**Ports around the boundary**

Pins as bars across the die edge, other pins in gray.
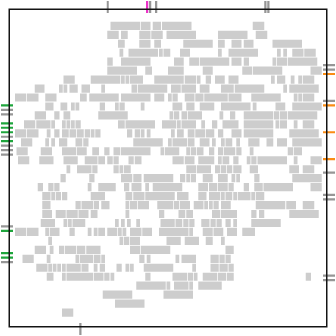
**Signal wires by layer**

The bar under the picture is 20 um long.
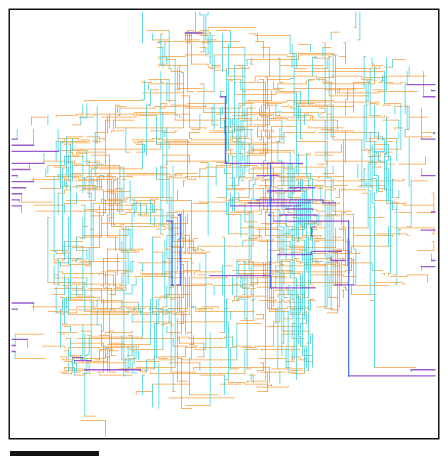
File: src/rtl/minifloat_addsub_pipe.sv
// minifloat_addsub_pipe: 3-stage minifloat add/sub with valid/ready flow control.
// Rounding is selected by FPADD_ROUND_RNE_EN: defined gives round-to-nearest-even,
// undefined gives truncation. Both builds have the same latency.
module minifloat_addsub_pipe #(
  parameter int EXP_W = 4,
  parameter int MAN_W = 3,
  localparam int W = 1 + EXP_W + MAN_W
) (
  input  logic         clk,
  input  logic         rst_n,
  input  logic         in_valid,
  output logic         in_ready,
  input  logic [W-1:0] in_a,
  input  logic [W-1:0] in_b,
  input  logic         in_op,
  output logic         out_valid,
  input  logic         out_ready,
  output logic [W-1:0] out_res,
  output logic [3:0]   out_flags
);
  localparam int SW = MAN_W + 1;
  localparam int XW = MAN_W + 4;
  localparam int LZW = $clog2(XW + 1);
  localparam logic [EXP_W-1:0] EMAX = '1;

  logic rdy2, rdy3;
  logic s1_v_q, s1_sign_q, s1_sub_q, s1_nan_q, s1_inf_q;
  logic [EXP_W-1:0] s1_exp_q;
  logic [SW-1:0] s1_sigl_q;
  logic [XW-1:0] s1_sigs_q;
  logic s2_v_q, s2_sign_q, s2_fl_q, s2_nan_q, s2_inf_q;
  logic [EXP_W:0] s2_exp_q;
  logic [XW-1:0] s2_sig_q;
  logic s3_v_q;
  logic [W-1:0] s3_res_q;
  logic [3:0] s3_flags_q;

  assign rdy3 = !s3_v_q || out_ready;
  assign rdy2 = !s2_v_q || rdy3;
  assign in_ready = !s1_v_q || rdy2;
  assign out_valid = s3_v_q;
  assign out_res = s3_res_q;
  assign out_flags = s3_flags_q;

  logic a_s, b_s, a_z, b_z, a_inf, b_inf, a_ge;
  logic [EXP_W-1:0] a_e, b_e, l_e, s_e, e_diff;
  logic [SW-1:0] a_sig, b_sig, l_sig, s_sig;
  logic [2*XW-1:0] wide;
  logic [XW-1:0] al;
  logic s1_sign_d;

  assign a_s = in_a[W-1];
  assign b_s = in_b[W-1] ^ in_op;
  assign a_e = in_a[W-2:MAN_W];
  assign b_e = in_b[W-2:MAN_W];
  assign a_z = a_e == '0;
  assign b_z = b_e == '0;
  assign a_inf = a_e == EMAX;
  assign b_inf = b_e == EMAX;
  assign a_sig = a_z ? '0 : {1'b1, in_a[MAN_W-1:0]};
  assign b_sig = b_z ? '0 : {1'b1, in_b[MAN_W-1:0]};
  assign a_ge = {a_e, a_sig} >= {b_e, b_sig};
  assign l_e = a_ge ? a_e : b_e;
  assign s_e = a_ge ? b_e : a_e;
  assign l_sig = a_ge ? a_sig : b_sig;
  assign s_sig = a_ge ? b_sig : a_sig;
  assign e_diff = l_e - s_e;
  assign wide = {s_sig, 3'b000, {XW{1'b0}}} >> e_diff;
  assign al = (int'(e_diff) >= MAN_W + 3) ? {{(XW-1){1'b0}}, |s_sig}
                                          : {wide[2*XW-1:XW+1], wide[XW] | (|wide[XW-1:0])};
  assign s1_sign_d = (a_inf || b_inf) ? (a_inf ? a_s : b_s) : (a_ge ? a_s : b_s);

  // S1: capture the swapped, aligned operand pair and special-case markers
  always_ff @(posedge clk or negedge rst_n) begin
    if (!rst_n) begin
      s1_v_q <= 1'b0;
      s1_sign_q <= 1'b0;
      s1_sub_q <= 1'b0;
      s1_nan_q <= 1'b0;
      s1_inf_q <= 1'b0;
      s1_exp_q <= '0;
      s1_sigl_q <= '0;
      s1_sigs_q <= '0;
    end else if (in_ready) begin
      s1_v_q <= in_valid;
      if (in_valid) begin
        s1_sign_q <= s1_sign_d;
        s1_sub_q <= a_s ^ b_s;
        s1_nan_q <= a_inf && b_inf && (a_s ^ b_s);
        s1_inf_q <= a_inf || b_inf;
        s1_exp_q <= l_e;
        s1_sigl_q <= l_sig;
        s1_sigs_q <= al;
      end
    end
  end

  logic [XW:0] sum;
  logic [XW-1:0] diff, norm, add_n;
  logic [LZW-1:0] lz;
  logic under, flush;
  logic s2_sign_d, s2_fl_d;
  logic [EXP_W:0] s2_exp_d;
  logic [XW-1:0] s2_sig_d;

  assign sum = {1'b0, s1_sigl_q, 3'b000} + {1'b0, s1_sigs_q};
  assign diff = {s1_sigl_q, 3'b000} - s1_sigs_q;
  assign norm = diff << lz;
  assign add_n = sum[XW] ? {sum[XW:2], |sum[1:0]} : sum[XW-1:0];
  assign under = int'(s1_exp_q) <= int'(lz);
  assign flush = s1_sub_q && !s1_inf_q && (diff == '0 || under);

  // Leading-zero count of the difference; the highest set bit wins
  always_comb begin
    lz = '0;
    for (int i = 0; i < XW; i++) lz = diff[i] ? LZW'(XW - 1 - i) : lz;
  end

  // S2 next state: carry renormalise for add, left-normalise or flush for subtract
  always_comb begin
    s2_sign_d = flush ? 1'b0 : s1_sign_q;
    s2_exp_d = flush ? '0 : s1_sub_q ? {1'b0, s1_exp_q} - (EXP_W+1)'(lz)
                                     : {1'b0, s1_exp_q} + (EXP_W+1)'(sum[XW]);
    s2_sig_d = flush ? '0 : s1_sub_q ? norm : add_n;
    s2_fl_d = flush && diff != '0;
  end

  // S2: hold the normalised significand with guard/round/sticky
  always_ff @(posedge clk or negedge rst_n) begin
    if (!rst_n) begin
      s2_v_q <= 1'b0;
      s2_sign_q <= 1'b0;
      s2_fl_q <= 1'b0;
      s2_nan_q <= 1'b0;
      s2_inf_q <= 1'b0;
      s2_exp_q <= '0;
      s2_sig_q <= '0;
    end else if (rdy2) begin
      s2_v_q <= s1_v_q;
      if (s1_v_q) begin
        s2_sign_q <= s2_sign_d;
        s2_fl_q <= s2_fl_d;
        s2_nan_q <= s1_nan_q;
        s2_inf_q <= s1_inf_q;
        s2_exp_q <= s2_exp_d;
        s2_sig_q <= s2_sig_d;
      end
    end
  end

  logic [SW:0] rsig;
  logic [EXP_W:0] rexp;
  logic [MAN_W-1:0] rman;
  logic grs, ovf;
  logic [W-1:0] s3_res_d;
  logic [3:0] s3_flags_d;

`ifdef FPADD_ROUND_RNE_EN
  assign rsig = {1'b0, s2_sig_q[XW-1:3]}
              + (SW+1)'(s2_sig_q[2] & (s2_sig_q[3] | s2_sig_q[1] | s2_sig_q[0]));
`else
  assign rsig = {1'b0, s2_sig_q[XW-1:3]};
`endif
  assign rexp = s2_exp_q + (EXP_W+1)'(rsig[SW]);
  assign rman = rsig[SW] ? rsig[MAN_W:1] : rsig[MAN_W-1:0];
  assign grs = |s2_sig_q[2:0];
  assign ovf = rexp >= {1'b0, EMAX};

  // S3 next state: pack, saturate on overflow, and apply special-value results
  always_comb begin
    s3_res_d = s2_nan_q ? {1'b0, EMAX, 1'b1, {(MAN_W-1){1'b0}}}
             : (s2_inf_q || ovf) ? {s2_sign_q, EMAX, {MAN_W{1'b0}}}
             : {s2_sign_q, rexp[EXP_W-1:0], rman};
    s3_flags_d = s2_nan_q ? 4'b1000 : s2_inf_q ? 4'b0000 : ovf ? 4'b0110
               : {2'b00, grs | s2_fl_q, rexp[EXP_W-1:0] == '0};
  end

  // S3: output register, held while the consumer stalls
  always_ff @(posedge clk or negedge rst_n) begin
    if (!rst_n) begin
      s3_v_q <= 1'b0;
      s3_res_q <= '0;
      s3_flags_q <= '0;
    end else if (rdy3) begin
      s3_v_q <= s2_v_q;
      if (s2_v_q) begin
        s3_res_q <= s3_res_d;
        s3_flags_q <= s3_flags_d;
      end
    end
  end
endmodule

File: config.mk
export PLATFORM = sky130hd
export DESIGN_NAME = minifloat_addsub_pipe
export DESIGN_NICKNAME = d
export VERILOG_FILES = /design/src/rtl/minifloat_addsub_pipe.sv
export SDC_FILE = /design/constraint.sdc
export NUM_CORES = 1
export LEC_CHECK = 0
export CORE_UTILIZATION = 40
export CTS_CLUSTER_SIZE = 10
export DETAILED_ROUTE_END_ITERATION = 7
export HOLD_SLACK_MARGIN = 0.06
export PLACE_DENSITY = 0.7
export SETUP_SLACK_MARGIN = 0.05
export SYNTH_ARGS = -nofsm -noshare
export SYNTH_HDL_FRONTEND = slang
export SYNTH_SLANG_ARGS = --single-unit
File: constraint.sdc
create_clock -name clk -period 8.8 [get_ports clk]
set_clock_uncertainty 0.15 [all_clocks]
set_input_delay 2.64 -clock clk [delete_from_list [all_inputs] [get_ports clk]]
set_output_delay 2.64 -clock clk [all_outputs]
set_load 0.03 [all_outputs]
==> impl_metrics.yaml <==
# flow metrics
layout:
  num_antenna_cells: 0
  register_area_um2: 1230
  num-fill-cells: 808
  combGateArea_um2: 2130
  final_nets: 475
  syn_to_final_growth_pct: 13.5
  drive_above_1_share_pct: 5.35
sta:
  rsz0062_at_grt: "false"
  slew_headroom_pct: 26.0
  finalCriticalPeriod_ns: 7.00
  fin_tns_setup_ns: 0
  worst_slew_pin_slew_ns: 1.10
  setup-violations-final: 0
  max_clock_freq_mhz: 143
  final_hold_viol_count: 0
  post-route-period-util_pct: 79.6
  drv_slew: 0
cts:
  clkSinkCount: 49
  path_clk_slew_ns: 0.09
  h-tree-depth: 2
  cts-root-buf: "clkbuf_8"
  cts_buffers: 5
  cts.repair.resized: 0
  cts_hold_buffers: 0
  cts_tree: "done"
  cts_setup_buffers: 0
  clock_latency_ns: 0.31
  cts_buffer_depth: 2
grt:
  grt_overflow: 0
  grt_pass1_vias: 2850
  grt_pass1_wl_um: 13200
  antenna_found_initial: 0
  grt_max_degree: 50
  grt_usage_pct: 18.2
synthesis:
  ys_area_um2: 3530
  top_area_share_pct: 34.7
  synthTopCellsByArea: "dfrtp_1 35%, ha_1 8.2%, nand2_1 4.8%"
  syn_inst: 406
  async_flop_share_pct: 100
  top_cell: "dfrtp_1"
  synth_cell_types: 68
  largest_area_cell: "dfrtp_1"
  adder_share_pct: 9.61
  simple_gate_share_pct: 19.2
  syn-cell-area_um2: 3530
  ys_sh_aoi_pct: 23.4
  syn_nets: 452
  yosys_warnings: 0
  edf_count: 0
  synthMuxAreaShare_pct: 5.53
  ys.flops: 49
  common_cells: "49 x dfrtp_1, 45 x nand2_1, 32 x o21ai_0"
  yosys-stat-cells: 406
  synth_seq_share_pct: 34.7
  ff_type: "dfrtp_1"
  xor_area_share_pct: 2.48
  synthTopLogicFamily: "AND-OR/OR-AND gates"
  avgSynthCellArea_um2: 8.69
power:
  ir_drop_mv: 0.0891
  seqPwrFrac_pct: 32.6
  leakage_nw: 1.78
  p_per_area_nw_per_um2: 262
  p_switching_uw: 458
  p_comb_share_pct: 54.6
  p_int_uw: 591
  swShare_pct: 43.7
  p_clk_share_pct: 12.8
  finalPower_mw: 1.05
detailed_routing:
  ant_nets: 0
  viasPerCell: 5.79
  drtPass1Iterations: 5
  drc: 0
  drt-initial-drc-count: 125
  num_vias: 3095
  routed_wl_um: 8020
  wl_per_cell_um: 15.0
floorplan:
  die_x_um: 95.9
  io_pins: 35
  rows: 33
  die_height_um: 95.9
  die_area_um2: 9200
  core-area_um2: 8380
  fp_util_pct: 42.1
worst_setup_path:
  r2r-end: "s2_sig_q[1]"
  r2r_slack_ns: 3.80
  r2r-start: "s1_sigl_q[0]"
  endpoint_kind: "flip-flop"
  path_max_fanout: 24
  cp.required_ns: 8.86
  critPathKind: "input port to flip-flop"
  critPathLaunchType: "input port"
  crit_arrival_ns: 7.06
  ff2ff_path_depth: 14
placement:
  dp_hpwl_um: 6180
  port_buffers: 34
  routabilityCongestion: 0.879
outcome:
  status: "completed"
min_path:
  min-delay-start: "out_res[7]"
  worstHoldEndpoint: "out_res[7]"
  whs_path_depth: 2
  hold_class: "flip-flop to flip-flop"
run:
  maxCapViolCount: 0
  warnings: 31
-- 'ports around the boundary' (at the start) --
Key: `out_ready` = magenta [pins 1, direction input, edge north]; `out_flags` = orange [pins 4, direction output, edge east]; `in_b` = green [pins 8, direction input, edge west]

-- 'signal wires by layer' (at the start) --
Key: met3 = purple [wire length 289 um]; met4 = blue [wire length 107 um]; met1 = orange [wire length 3870 um]; met2 = cyan [wire length 3760 um]

-- area by class of cell --
type	instances	area share, %
well taps	105	3.28
clock buffers	6	1.81
clock inverters	2	0.344
repair buffers	34	8.37
flip-flops and latches	49	30.6
multi-input cells	312	53.1
inverters	27	2.53
-- logic make-up (layout without fill, tap and decap cells) --
| family | count (synthesis) | after routing |
|---|---|---|
| compound gates | 122 | 122 |
| xor+xnor | 10 | 10 |
| fa+ha+maj | 26 | 26 |
| buf+inv | 45 | 69 |
| flops | 49 | 49 |
| mux | 17 | 17 |
| simple gates | 137 | 137 |
-- power by group through the flow --
stage                     Clock (mW)  Combinational (mW)  Sequential, mW
after detailed placement           0               0.565           0.348
after floorplan                    0               0.388           0.374
after global routing           0.147               0.636           0.352
after CTS                      0.138               0.569           0.343
after global placement             0               0.553           0.345
final                          0.134               0.573           0.342
-- registers in the layout (all words and copies together), names as in the netlist --
register,flops
s1_sub_q,1
s1_v_q,1
out_flags,4
s2_fl_q,1
s1_sigl_q,4
out_res,8
s2_v_q,1
s1_sigs_q,7
out_valid,1
s2_sig_q,6
s1_exp_q,4
s1_inf_q,1
s1_sign_q,1
s1_nan_q,1
s2_exp_q,5
s2_nan_q,1
s2_sign_q,1
s2_inf_q,1
-- critical path: stages --
cell and delay [ns]:
clkdlybuf4s50_1 0.48, or4_1 0.68, nand2_1 0.20, inv_1 0.06
ha_1 0.26, nand2b_1 0.14, a21o_1 0.18, maj3_2 0.32
o21a_2 0.37, mux2_2 0.33, ha_1 0.23, nor4_1 0.37
nor4_2 0.11, or2_1 0.31, mux2i_1 0.14, o311ai_1 0.23
-- routing by layer --
| metal | global-route usage [%] | vias up | part of all wire, % |
|---|---|---|---|
| li1 | - | 1540 | - |
| met1 | 24.5 | 1471 | 48 |
| met2 | 30.2 | 72 | 47 |
| met4 | 6.47 | 0 | 1.3 |
| met3 | 1.97 | 12 | 3.6 |
| met5 | 0 | - | 0 |
-- layout by cell type (no fill, tap or decap), types with 7 or more instances in the layout --
cell,instances
a21oi_1,19
a22o_1,11
clkdlybuf4s50_1,33
dfrtp_1,49
ha_1,23
inv_1,27
mux2i_1,9
nand2_1,45
nand2b_1,7
nor2_1,28
nor3_1,15
o21ai_0,32
-- how the worst max path moves through the flow --
| stage | depth (start not counted) | startpoint | slack [ns] | end |
|---|---|---|---|---|
| 2_1_floorplan | 18 | in_b[3] | 2.18 | s1_sigs_q[2] |
| 3_3_place_gp | 16 | in_b[3] | 1.65 | s1_sigs_q[2] |
| 3_5_place_dp | 16 | in_b[3] | 1.51 | s1_sigs_q[2] |
| 4_1_cts | 16 | in_b[3] | 1.81 | s1_sigs_q[2] |
| 5_1_grt | 16 | in_b[3] | 1.50 | s1_sigs_q[2] |
| 6_report | 16 | in_b[3] | 1.80 | s1_sigs_q[2] |
-- through the flow --
step	hold WS (ns)	instance area [um^2]	cells	util [%]	setup slack [ns]
after floorplan	0.295	3530	406	-	2.18
after global placement	0.303	3920	527	46.8	1.65
after detailed placement	0.311	3920	527	46.8	1.51
after CTS	0.332	4010	535	47.8	1.81
after global routing	0.352	4010	535	47.8	1.50
final	0.325	4010	535	47.8	1.80
Power and IR drop assume default switching activity.
